===== config.mk =====
export PLATFORM = sky130hd
export DESIGN_NAME = da_wave_gen
export DESIGN_NICKNAME = d
export VERILOG_FILES = /design/src/rtl/da_pkg.sv /design/src/rtl/da_sine_rom.sv /design/src/rtl/da_wave_gen.sv
export SDC_FILE = /design/constraint.sdc
export NUM_CORES = 1
export LEC_CHECK = 0
export CAP_MARGIN = 20
export CORE_MARGIN = 2
export CORE_UTILIZATION = 55
export DETAILED_ROUTE_END_ITERATION = 8
export MAX_ROUTING_LAYER = met4
export PLACE_DENSITY = 0.73
export SLEW_MARGIN = 10
export SYNTH_ARGS = -nofsm -noshare
export SYNTH_HDL_FRONTEND = slang
export SYNTH_HIERARCHICAL = 1
export SYNTH_SLANG_ARGS = --single-unit

===== constraint.sdc =====
create_clock -name CLK_BASE -period 7.2 [get_ports CLK_BASE]
set_input_delay 1.44 -clock CLK_BASE [delete_from_list [all_inputs] [get_ports CLK_BASE]]
set_output_delay 1.44 -clock CLK_BASE [all_outputs]
set_load 0.03 [all_outputs]

===== src/rtl/da_pkg.sv =====
// Shared constants, types and the sine quarter-wave table generator for the
// dual-channel DAC waveform generator.
package da_pkg;

  localparam int unsigned BUS_W     = 16;
  localparam int unsigned DAC_W     = 14;
  localparam int unsigned PHASE_W   = 10;
  localparam int unsigned AMP_W     = 10;
  localparam int unsigned ROM_AW    = 8;
  localparam int unsigned ROM_DW    = 13;
  localparam int unsigned ROM_DEPTH = 256;

  localparam logic [BUS_W-1:0] ADDR_AMPA_DEF   = 16'h000C;
  localparam logic [BUS_W-1:0] ADDR_AMPB_DEF   = 16'h000D;
  localparam logic [BUS_W-1:0] ADDR_WAVE_DEF   = 16'h000E;
  localparam logic [BUS_W-1:0] ADDR_COMMIT_DEF = 16'h000F;

  localparam int MIDSCALE  = 8192;
  localparam int FULLSCALE = 8191;

  typedef enum logic [1:0] {
    SINE   = 2'b00,
    TRI    = 2'b01,
    SQUARE = 2'b10,
    ZERO   = 2'b11
  } wave_e;

  // Everything that determines one output sample; a change here means an update pulse.
  typedef struct packed {
    logic [PHASE_W-1:0] ph;
    logic [AMP_W-1:0]   amp;
    wave_e              wave;
  } ch_state_t;

  localparam logic signed [127:0] PI_Q60 = 128'sh3243F6A8885A308D;

  // rom[k] = round(8191*sin(2*pi*(k+0.5)/1024)), Taylor series in Q60 at elaboration.
  function automatic logic [ROM_DEPTH*ROM_DW-1:0] sine_rom_init();
    logic [ROM_DEPTH*ROM_DW-1:0] tbl;
    logic signed [127:0]         x;
    logic signed [127:0]         x2;
    logic signed [127:0]         term;
    logic signed [127:0]         acc;
    tbl = '0;
    for (int k = 0; k < int'(ROM_DEPTH); k++) begin
      x    = (PI_Q60 * 128'(2 * k + 1)) >>> 10;
      x2   = (x * x) >>> 60;
      term = x;
      acc  = x;
      for (int n = 1; n <= 10; n++) begin
        term = -(((term * x2) >>> 60) / 128'(2 * n * (2 * n + 1)));
        acc  = acc + term;
      end
      tbl[k*ROM_DW +: ROM_DW] = ROM_DW'((acc * 128'sd8191 + (128'sd1 <<< 59)) >>> 60);
    end
    return tbl;
  endfunction

endpackage


===== src/rtl/da_sine_rom.sv =====
// Quarter-wave sine table, 256 x 13 bit, registered read (one cycle latency).
module da_sine_rom
  import da_pkg::*;
(
  input  logic              clk,
  input  logic              rst_n,
  input  logic [ROM_AW-1:0] addr,
  output logic [ROM_DW-1:0] data
);

  localparam logic [ROM_DEPTH*ROM_DW-1:0] ROM_BITS = sine_rom_init();

  always_ff @(posedge clk or negedge rst_n) begin
    if (!rst_n) data <= '0;
    else        data <= ROM_BITS[32'(addr)*ROM_DW +: ROM_DW];
  end

endmodule


===== src/rtl/da_wave_gen.sv =====
// Two independent DAC waveform channels: phase capture, waveform synthesis,
// double-buffered amplitude scaling and offset-binary output with update pulses.
module da_wave_gen
  import da_pkg::*;
#(
  parameter logic [BUS_W-1:0] ADDR_AMPA   = ADDR_AMPA_DEF,
  parameter logic [BUS_W-1:0] ADDR_AMPB   = ADDR_AMPB_DEF,
  parameter logic [BUS_W-1:0] ADDR_WAVE   = ADDR_WAVE_DEF,
  parameter logic [BUS_W-1:0] ADDR_COMMIT = ADDR_COMMIT_DEF
) (
  input  logic               CLK_BASE,
  input  logic               RST_N,
  input  logic [PHASE_W-1:0] PHASE_A,
  input  logic [PHASE_W-1:0] PHASE_B,
  input  logic               CS,
  input  logic               WR_EN,
  input  logic [BUS_W-1:0]   ADDR,
  input  logic [BUS_W-1:0]   DATA_IN,
  output logic [DAC_W-1:0]   DA_A_DATA,
  output logic [DAC_W-1:0]   DA_B_DATA,
  output logic               DA_A_UPD,
  output logic               DA_B_UPD
);

  localparam int unsigned NCH = 2;
  localparam logic signed [DAC_W-1:0] FS_S = DAC_W'(FULLSCALE);

  logic               wr_c;
  logic               unused_data;
  logic [PHASE_W-1:0] phase_in [NCH];
  logic [DAC_W-1:0]   da_data  [NCH];
  logic               da_upd   [NCH];

  assign wr_c        = !CS && WR_EN;
  assign unused_data = ^DATA_IN[BUS_W-1:AMP_W];
  assign phase_in[0] = PHASE_A;
  assign phase_in[1] = PHASE_B;
  assign DA_A_DATA   = da_data[0];
  assign DA_B_DATA   = da_data[1];
  assign DA_A_UPD    = da_upd[0];
  assign DA_B_UPD    = da_upd[1];

  for (genvar c = 0; c < NCH; c++) begin : g_ch
    localparam logic [BUS_W-1:0] ADDR_AMP = (c == 0) ? ADDR_AMPA : ADDR_AMPB;

    logic [PHASE_W-1:0]        p1, p2;
    logic [AMP_W-1:0]          shadow;
    ch_state_t                 cur, prev, s1;
    logic                      s1_chg, s2_chg;
    logic                      load_c, wrap_c, commit_c;
    logic [ROM_AW-1:0]         rom_addr;
    logic [ROM_DW-1:0]         rom_q;
    logic signed [DAC_W-1:0]   sine_c, sample_c, s2_sample;
    logic signed [15:0]        ph_s, tri_c;
    logic [AMP_W-1:0]          s2_amp;
    logic signed [DAC_W+AMP_W:0] prod_c;
    logic [DAC_W-1:0]          data_q;
    logic                      upd_q;

    assign load_c   = (p1 == p2);
    assign wrap_c   = load_c && (p2 < cur.ph);
    assign commit_c = wr_c && (ADDR == ADDR_COMMIT) && DATA_IN[c];

    // Two-stage capture of the asynchronous phase word, register file and held state.
    always_ff @(posedge CLK_BASE or negedge RST_N) begin
      if (!RST_N) begin
        p1     <= '0;
        p2     <= '0;
        shadow <= '0;
        cur    <= '0;
        prev   <= '0;
      end else begin
        p1   <= phase_in[c];
        p2   <= p1;
        prev <= cur;
        if (load_c)               cur.ph   <= p2;
        if (wrap_c || commit_c)   cur.amp  <= shadow;
        if (wr_c && (ADDR == ADDR_WAVE)) cur.wave <= wave_e'(DATA_IN[2*c +: 2]);
        if (wr_c && (ADDR == ADDR_AMP))  shadow   <= DATA_IN[AMP_W-1:0];
      end
    end

    // Odd quadrants read the table mirrored.
    assign rom_addr = cur.ph[ROM_AW] ? ~cur.ph[ROM_AW-1:0] : cur.ph[ROM_AW-1:0];

    da_sine_rom u_rom (
      .clk   (CLK_BASE),
      .rst_n (RST_N),
      .addr  (rom_addr),
      .data  (rom_q)
    );

    assign sine_c = signed'({1'b0, rom_q});

    always_comb begin
      ph_s     = signed'(16'(s1.ph));
      tri_c    = '0;
      sample_c = '0;
      if (s1.ph < PHASE_W'(256))      tri_c = ph_s <<< 5;
      else if (s1.ph < PHASE_W'(768)) tri_c = (16'sd512 - ph_s) <<< 5;
      else                            tri_c = (ph_s - 16'sd1024) <<< 5;
      case (s1.wave)
        SINE:    sample_c = s1.ph[PHASE_W-1] ? -sine_c : sine_c;
        TRI: begin
          if (tri_c > 16'(FULLSCALE))       sample_c = FS_S;
          else if (tri_c < -16'(FULLSCALE)) sample_c = -FS_S;
          else                              sample_c = DAC_W'(tri_c);
        end
        SQUARE:  sample_c = s1.ph[PHASE_W-1] ? -FS_S : FS_S;
        default: sample_c = '0;
      endcase
    end

    assign prod_c = 25'(s2_sample) * 25'(signed'({1'b0, s2_amp}));

    // Amplitude and wave code travel with their phase so every output is self-consistent.
    always_ff @(posedge CLK_BASE or negedge RST_N) begin
      if (!RST_N) begin
        s1        <= '0;
        s1_chg    <= 1'b0;
        s2_sample <= '0;
        s2_amp    <= '0;
        s2_chg    <= 1'b0;
        data_q    <= DAC_W'(MIDSCALE);
        upd_q     <= 1'b0;
      end else begin
        s1        <= cur;
        s1_chg    <= (cur != prev);
        s2_sample <= sample_c;
        s2_amp    <= s1.amp;
        s2_chg    <= s1_chg;
        data_q    <= DAC_W'(prod_c >>> AMP_W) + DAC_W'(MIDSCALE);
        upd_q     <= s2_chg;
      end
    end

    assign da_data[c] = data_q;
    assign da_upd[c]  = upd_q;
  end

endmodule


M3 wires:
The bar under the picture is 50 um long.
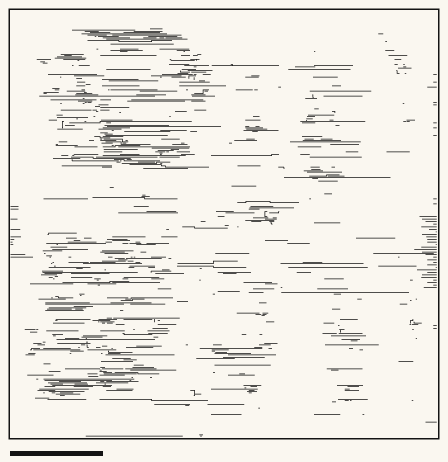
wire length on this layer: 6660 um
longest straight run: 68.1 um
main direction: horizontal
final wirelength: 80100 um
via count: 23959

Cell density map:
The die is cut into 23 by 23 equal tiles; white is low, dark blue is high, 0 to 100% covered.
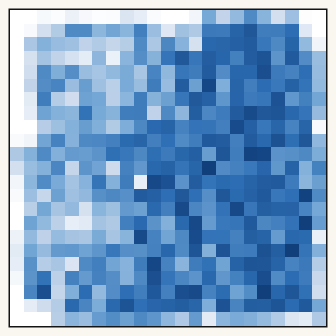
fullest tile: 94%
tiles over 75% full: 25%
mean over tiles: 55%
nearly empty tiles: 4.7%
utilization after layout: 59.6%
Placeable Area: 50200 sq um
Initial Utilization: 55.7%

Where the registers sit:
The bar under the picture is 50 um long. Other sequential cells in the stronger gray, the rest of the logic in the fainter gray.
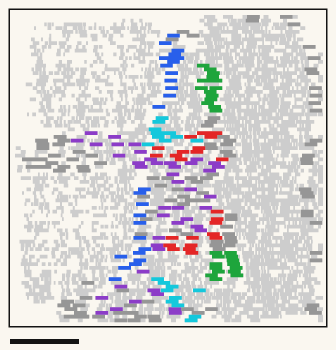
legend:
  g_ch.u_rom/data:
    color: blue
    flops: 26
  g_ch.s1:
    color: red
    flops: 24
    where: center
  g_ch.cur:
    color: purple
    flops: 44
  g_ch.s2_sample:
    color: green
    flops: 28
  g_ch.ph_s:
    color: cyan
    flops: 20
not colored: 114

==> flow_summary.json <==
{
  "yosysTopAreaCellShare_pct": 22.7,
  "netlist_top_cells_count": "inv_1 (376), nand2_1 (316), dfrtp_1 (254)",
  "inv_count": 381,
  "min_from": "g_ch[1].s2_chg",
  "postRouteAntennaNets": 0,
  "hold_slack_ns": 0.346,
  "fmax_mhz": 180,
  "grt_use_met3_pct": 4.07,
  "min_path_cells": 0,
  "mux_share_pct": 2.48,
  "comb_share_pct": 64.2,
  "grtUsageMet1_pct": 42.8,
  "yosys.stat.chipArea_sq_um": 27900,
  "drc_errors": 0,
  "crit_buf_inv": 4,
  "ys_cells": 3206,
  "synthTopCellsByArea": "dfrtp_1 (23%), fa_1 (18%), ha_1 (7.0%)",
  "finalCritPeriodShare_pct": 77.2,
  "cts_setup_buffers": 0,
  "numSynthFlops": 256,
  "clockBufferDepth": 3,
  "path_clk_slew_ns": 0.06,
  "largest_cell_class": "logic gates",
  "crit_top_cell": "fa_1",
  "status": "finished, final reports clean",
  "syn_area_sq_um": 27900,
  "areaGrowthSynthToFinish_pct": 7.05,
  "critPathMaxStageDelay_ns": 0.62,
  "wl_met3_um": 6660,
  "hpwl_um": 58900,
  "cts_root_buf": "clkbuf_16"
}
Cells colored by class:
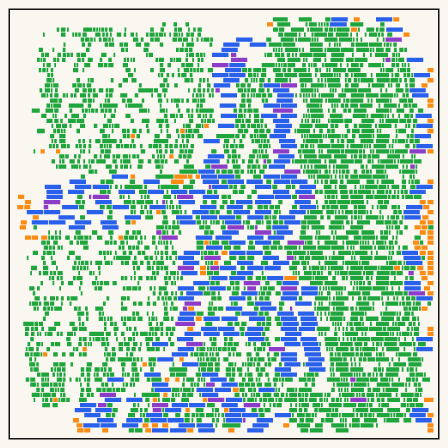
legend:
  clock drivers and dummy loads:
    color: purple
    cells: 53
    share_of_their_area: 3.3%
  flops:
    color: blue
    cells: 256
    share_of_their_area: 22%
  other buffers and delay cells:
    color: orange
    cells: 108
    share_of_their_area: 3.6%
  combinational and other logic:
    color: green
    cells: 2725
    share_of_their_area: 71%
Seq/total area: 21.4%
Final Cell Area: 29900 sq um
row cnt: 82

Placed standard cells:
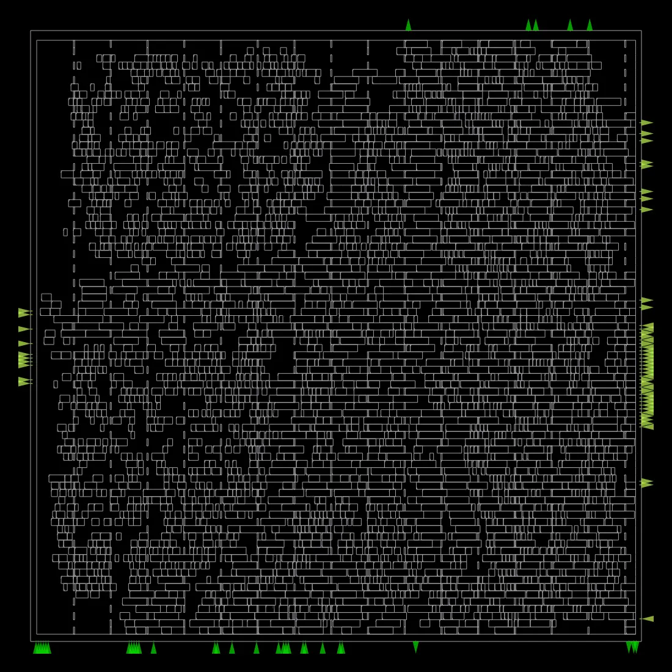
n_taps: 672
# fillers: 4340
fin cells: 3818
flip-flops: 256

## flip-flops by register name, summed over array words and instances (netlist names)
signal,flops
DA_A_DATA,14
g_ch.ph_s,20
g_ch.s1_chg,2
g_ch.s2_amp,20
g_ch.p2,20
g_ch.shadow,20
g_ch.s1,24
DA_A_UPD,1
g_ch.p1,20
g_ch.cur,44
g_ch.s2_sample,28
DA_B_DATA,14
g_ch.s2_chg,2
DA_B_UPD,1
g_ch.u_rom/data,26
